==> src/rtl/global_int_sequencer_if.sv <==
// Request/interrupt bus between the stimulus source (master) and the
// global interrupt sequencer (slave).
interface global_int_sequencer_if #(
    parameter int unsigned NUM_INTS = 64,
    parameter int unsigned DEPTH    = 4,
    parameter int unsigned DLY_W    = 16,
    parameter int unsigned HOLD_W   = 16
);
    localparam int unsigned CNT_W = $clog2(DEPTH + 1);

    logic                req_valid;
    logic                req_ready;
    logic [NUM_INTS-1:0] req_mask;
    logic [DLY_W-1:0]    req_delay;
    logic [HOLD_W-1:0]   req_hold;
    logic [NUM_INTS-1:0] int_ack;
    logic [NUM_INTS-1:0] global_int;
    logic                busy;
    logic                done_pulse;
    logic                timeout_pulse;
    logic [CNT_W-1:0]    pending_count;

    modport master (
        output req_valid, req_mask, req_delay, req_hold, int_ack,
        input  req_ready, global_int, busy, done_pulse, timeout_pulse, pending_count
    );

    modport slave (
        input  req_valid, req_mask, req_delay, req_hold, int_ack,
        output req_ready, global_int, busy, done_pulse, timeout_pulse, pending_count
    );
endinterface

==> src/rtl/global_int_sequencer.sv <==
// Queues {mask, delay, hold} interrupt requests, waits the delay, then drives
// the global interrupt vector until fully acknowledged or the hold expires.
module global_int_sequencer #(
    parameter int unsigned NUM_INTS = 64,
    parameter int unsigned DEPTH    = 4,
    parameter int unsigned DLY_W    = 16,
    parameter int unsigned HOLD_W   = 16
) (
    input logic                   clock,
    input logic                   reset,
    global_int_sequencer_if.slave bus
);
    localparam int unsigned PTR_W = (DEPTH > 1) ? $clog2(DEPTH) : 1;
    localparam int unsigned CNT_W = $clog2(DEPTH + 1);

    typedef enum logic [1:0] {S_IDLE, S_WAIT, S_DRIVE} state_t;

    logic [NUM_INTS-1:0] mask_mem [DEPTH];
    logic [DLY_W-1:0]    dly_mem  [DEPTH];
    logic [HOLD_W-1:0]   hold_mem [DEPTH];

    logic [PTR_W-1:0]    wp, rp;
    logic [CNT_W-1:0]    count;
    state_t              state;
    logic [DLY_W-1:0]    dly_cnt;
    logic [HOLD_W-1:0]   hold_cnt;
    logic                hold_en;
    logic [NUM_INTS-1:0] rem;
    logic [NUM_INTS-1:0] gint;
    logic                done_r, timeout_r;

    logic                full, empty, push, pop;
    logic [NUM_INTS-1:0] nxt;

    always_comb begin
        full  = (count == CNT_W'(DEPTH));
        empty = (count == '0);
        // No pop bypass: a full FIFO refuses a push even while popping.
        push  = bus.req_valid && !full;
        pop   = (state == S_IDLE) && !empty;
        nxt   = rem & ~bus.int_ack;
    end

    always_ff @(posedge clock) begin
        if (reset) begin
            wp        <= '0;
            rp        <= '0;
            count     <= '0;
            state     <= S_IDLE;
            dly_cnt   <= '0;
            hold_cnt  <= '0;
            hold_en   <= 1'b0;
            rem       <= '0;
            gint      <= '0;
            done_r    <= 1'b0;
            timeout_r <= 1'b0;
        end else begin
            done_r    <= 1'b0;
            timeout_r <= 1'b0;

            if (push) begin
                mask_mem[wp] <= bus.req_mask;
                dly_mem[wp]  <= bus.req_delay;
                hold_mem[wp] <= bus.req_hold;
                wp           <= wp + PTR_W'(1);
            end
            if (pop) begin
                rp <= rp + PTR_W'(1);
            end
            count <= count + CNT_W'(push) - CNT_W'(pop);

            case (state)
                S_IDLE: begin
                    if (pop) begin
                        rem      <= mask_mem[rp];
                        dly_cnt  <= dly_mem[rp];
                        hold_cnt <= hold_mem[rp];
                        hold_en  <= (hold_mem[rp] != '0);
                        state    <= S_WAIT;
                    end
                end
                S_WAIT: begin
                    if (dly_cnt == '0) begin
                        gint  <= rem;
                        state <= S_DRIVE;
                    end else begin
                        dly_cnt <= dly_cnt - DLY_W'(1);
                    end
                end
                S_DRIVE: begin
                    // Completion by acks is tested first so it wins over hold expiry.
                    if (nxt == '0) begin
                        gint   <= '0;
                        done_r <= 1'b1;
                        state  <= S_IDLE;
                    end else if (hold_en && hold_cnt == HOLD_W'(1)) begin
                        gint      <= '0;
                        timeout_r <= 1'b1;
                        state     <= S_IDLE;
                    end else begin
                        rem  <= nxt;
                        gint <= nxt;
                        if (hold_en) begin
                            hold_cnt <= hold_cnt - HOLD_W'(1);
                        end
                    end
                end
                default: state <= S_IDLE;
            endcase
        end
    end

    always_comb begin
        bus.req_ready     = !full;
        bus.global_int    = gint;
        bus.busy          = (state != S_IDLE) || !empty;
        bus.done_pulse    = done_r;
        bus.timeout_pulse = timeout_r;
        bus.pending_count = count;
    end
endmodule

==> src/flat_wrapper.sv <==
// flat-port wrapper written by rule: the top's interface ports become plain ports
module global_int_sequencer_flat 
#(
    parameter int unsigned NUM_INTS = 64,
    parameter int unsigned DEPTH    = 4,
    parameter int unsigned DLY_W    = 16,
    parameter int unsigned HOLD_W   = 16
)
  (clock, reset, bus_req_valid, bus_req_mask, bus_req_delay, bus_req_hold, bus_int_ack, bus_req_ready, bus_global_int, bus_busy, bus_done_pulse, bus_timeout_pulse, bus_pending_count);
  global_int_sequencer_if #(.NUM_INTS(NUM_INTS), .DEPTH(DEPTH), .DLY_W(DLY_W), .HOLD_W(HOLD_W)) bus_i ();
  input logic clock;
  input logic reset;
  input wire logic [$bits(bus_i.req_valid)-1:0] bus_req_valid;
  input wire logic [$bits(bus_i.req_mask)-1:0] bus_req_mask;
  input wire logic [$bits(bus_i.req_delay)-1:0] bus_req_delay;
  input wire logic [$bits(bus_i.req_hold)-1:0] bus_req_hold;
  input wire logic [$bits(bus_i.int_ack)-1:0] bus_int_ack;
  output wire logic [$bits(bus_i.req_ready)-1:0] bus_req_ready;
  output wire logic [$bits(bus_i.global_int)-1:0] bus_global_int;
  output wire logic [$bits(bus_i.busy)-1:0] bus_busy;
  output wire logic [$bits(bus_i.done_pulse)-1:0] bus_done_pulse;
  output wire logic [$bits(bus_i.timeout_pulse)-1:0] bus_timeout_pulse;
  output wire logic [$bits(bus_i.pending_count)-1:0] bus_pending_count;
  assign bus_i.req_valid = bus_req_valid;
  assign bus_i.req_mask = bus_req_mask;
  assign bus_i.req_delay = bus_req_delay;
  assign bus_i.req_hold = bus_req_hold;
  assign bus_i.int_ack = bus_int_ack;
  assign bus_req_ready = bus_i.req_ready;
  assign bus_global_int = bus_i.global_int;
  assign bus_busy = bus_i.busy;
  assign bus_done_pulse = bus_i.done_pulse;
  assign bus_timeout_pulse = bus_i.timeout_pulse;
  assign bus_pending_count = bus_i.pending_count;
  global_int_sequencer #(.NUM_INTS(NUM_INTS), .DEPTH(DEPTH), .DLY_W(DLY_W), .HOLD_W(HOLD_W)) u_core (.clock(clock), .reset(reset), .bus(bus_i));
endmodule
==> config.mk <==
export PLATFORM = sky130hd
export DESIGN_NAME = global_int_sequencer_flat
export DESIGN_NICKNAME = d
export VERILOG_FILES = /design/src/rtl/global_int_sequencer_if.sv /design/src/rtl/global_int_sequencer.sv /design/src/flat_wrapper.sv
export SDC_FILE = /design/constraint.sdc
export NUM_CORES = 1
export LEC_CHECK = 0
export CAP_MARGIN = 15
export CORE_MARGIN = 3
export CORE_UTILIZATION = 61
export CTS_CLUSTER_DIAMETER = 200
export DETAILED_ROUTE_END_ITERATION = 8
export GPL_TIMING_DRIVEN = 0
export PLACE_DENSITY = 0.91
export SLEW_MARGIN = 25
export SYNTH_ARGS = -nofsm -noshare
export SYNTH_HDL_FRONTEND = slang
export SYNTH_SLANG_ARGS = --single-unit
==> constraint.sdc <==
create_clock -name clock -period 7.8 [get_ports clock]
set_input_delay 1.56 -clock clock [delete_from_list [all_inputs] [get_ports clock]]
set_output_delay 1.56 -clock clock [all_outputs]
set_load 0.01 [all_outputs]
m1.png
(2 px per um) Supply wires on this layer in grey.
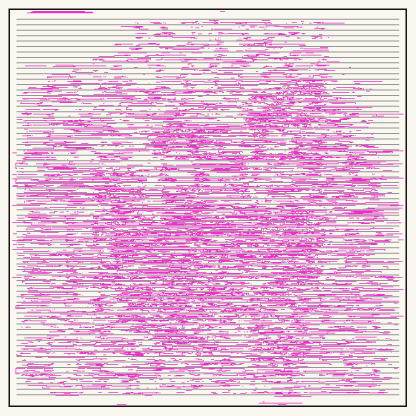
The longest straight run is 42.3 um. The layer carries 23.8 mm of wire. The layer holds 37% of the routed length. 1873 nets have wire on it.

closeup.png
Window x 84 to 114, y 123 to 153 um. Cells in grey, sequential cells in the stronger grey; small squares are vias.
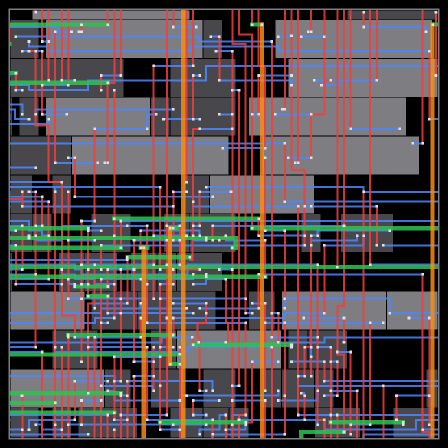
Key: blue = M1; red = M2; green = M3; orange = M4
Most frequent: nor3_1 (6), dfxtp_1 (6), edfxtp_1 (6). 55 logic cells have their middle in the window. Sequential cells in the window: 12. Netlist names of flops here include u_core.hold_cnt (6), u_core.mask_mem (4), u_core.hold_mem (2).

congestion_map.png
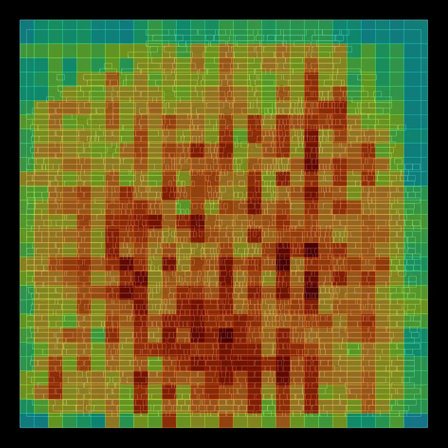
post-DR wirelength/cell: 27.68 um
GR met3 Demand/Resource: 7.538%

[cells by family after synthesis]
family | count (synthesis) | share of synthesized area (%)
DFF | 558 | 66.93
xor gates and xnor gates | 5 | 0.1952
AOI/OAI and AO/OA | 314 | 10.45
and+or+nand+nor | 403 | 9.465
buffers and inverters | 147 | 2.632
muxes | 97 | 9.688
adders and majority gates | 11 | 0.6470
[worst paths after layout]
kind | cells past startpoint | endpoint | slack, ns
worst max-delay path | 8 | u_core.hold_cnt[10] | 3.58
worst min-delay path | 2 | u_core.hold_cnt[12] | 0.49
worst max register to register | 12 | u_core.bus.pending_count[2] | 4.34
worst min register to register | 2 | u_core.hold_cnt[12] | 0.49
==> impl_metrics.env <==
# implementation run metrics
export IMPL_status="finished clean"
export IMPL_final_util_pct=76.03
export IMPL_largest_reg_flops=256
export IMPL_fin_tns_setup_ns=0
export IMPL_final_antenna_net_count=0
export IMPL_cts_tree="done"
export IMPL_cts_hold_buf=0
export IMPL_gp_congestion=0.9709
export IMPL_syn_instance_count=1535
export IMPL_routed_wl_um=64730
export IMPL_layout_cells_most_common="edfxtp_1"
export IMPL_layout_top_cells="edfxtp_1, clkdlybuf4s50_1, dfxtp_1"
export IMPL_h_tree_depth=2
export IMPL_ys_area_um2=22430
export IMPL_design_area_um2=27310
export IMPL_min_from="u_core.hold_cnt[12]"
export IMPL_top_usage_layer="met2"
export IMPL_pwr_group_sequential_mw=3.79
export IMPL_clk_latency_ns=0.61
export IMPL_grt_start_max_net_pins=47
export IMPL_dieArea_um2=39120
export IMPL_die_h_um=197.8
export IMPL_grt_pass1_wl_um=97330
export IMPL_inverters_excl_clock=30
export IMPL_dr_wl_met3_um=8057
export IMPL_synthesis_nets=1709
export IMPL_ir_drop_mv=0.2167
export IMPL_fp_util_pct=62.47
export IMPL_clk_share_pct=6.319
export IMPL_drtPass1Iterations=6
export IMPL_period_needed_ns=4.216
export IMPL_drt_met1_wl_um=23830
export IMPL_worst_pin_slew_ns=1.078
export IMPL_final_nets=2006
export IMPL_rsz0062_at_grt="no"
export IMPL_cts_setup_buffers=0
export IMPL_finalClockSkew_ns=0.02765
export IMPL_fin_crit_sh_pct=54.05
export IMPL_yosysUniqueCellTypes=57
export IMPL_route_detailed_vias_per_inst=6.876
export IMPL_fin_hold_ws_ns=0.4885
export IMPL_power_clock_total_mw=2.56
export IMPL_vias=16080
export IMPL_synth_area_per_cell_um2=14.61
export IMPL_critical_path_max_fanout=10
export IMPL_netlist_area_um2=22430
export IMPL_reg2reg_from="u_core.bus.pending_count[1]"
export IMPL_top_layer="met4"
export IMPL_slew_headroom_pct=28.12
export IMPL_startpoint="bus_int_ack[40]"
export IMPL_synthTopCellsByCount="edfxtp_1, dfxtp_1, mux4_2, o21ai_0, clkbuf_1"
export IMPL_ys_flops=558
export IMPL_root_buffer="clkbuf_16"
export IMPL_path_cells="clkdlybuf4s50_1 > nand2b_1 > o2111ai_1 > nor4_1 > and4_1 > clkbuf_1 > o21ai_0 > a32o_1"
export IMPL_die_width_um=197.8
export IMPL_edf_count=384
export IMPL_p_comb_mw=2.73
export IMPL_top_area_share_pct=51.40
export IMPL_top_cell="edfxtp_1"
export IMPL_wl_met2_um=29850
export IMPL_rows=69
export IMPL_drv_cap=0
export IMPL_design_core_area_um2=35910
export IMPL_ys_cells=1535
export IMPL_fmax_mhz=237.2
export IMPL_top_area_cell="edfxtp_1"
export IMPL_drive_above_1_share_pct=12.16
export IMPL_p_leak_nw=9.487
export IMPL_drcViolationCount=0
export IMPL_n_clock_buffer=71
export IMPL_hold_violations=0
export IMPL_antenna_found_initial=3
export IMPL_cts_resized=0
export IMPL_comb_area_share_pct=25.05
export IMPL_path_clk_slew_ns=0.07
export IMPL_dominant_cells="flip-flops and latches"
export IMPL_worstSetupStartpointType="input pin"
export IMPL_grt_remaining_overflow=0
export IMPL_seq_share_pct=54.99
export IMPL_cts_buffers=54
export IMPL_critical_path_class="input pin to register"
export IMPL_regArea_um2=15010
export IMPL_tool_warnings=31
export IMPL_io_buffers=233
export IMPL_fin_cells=2339
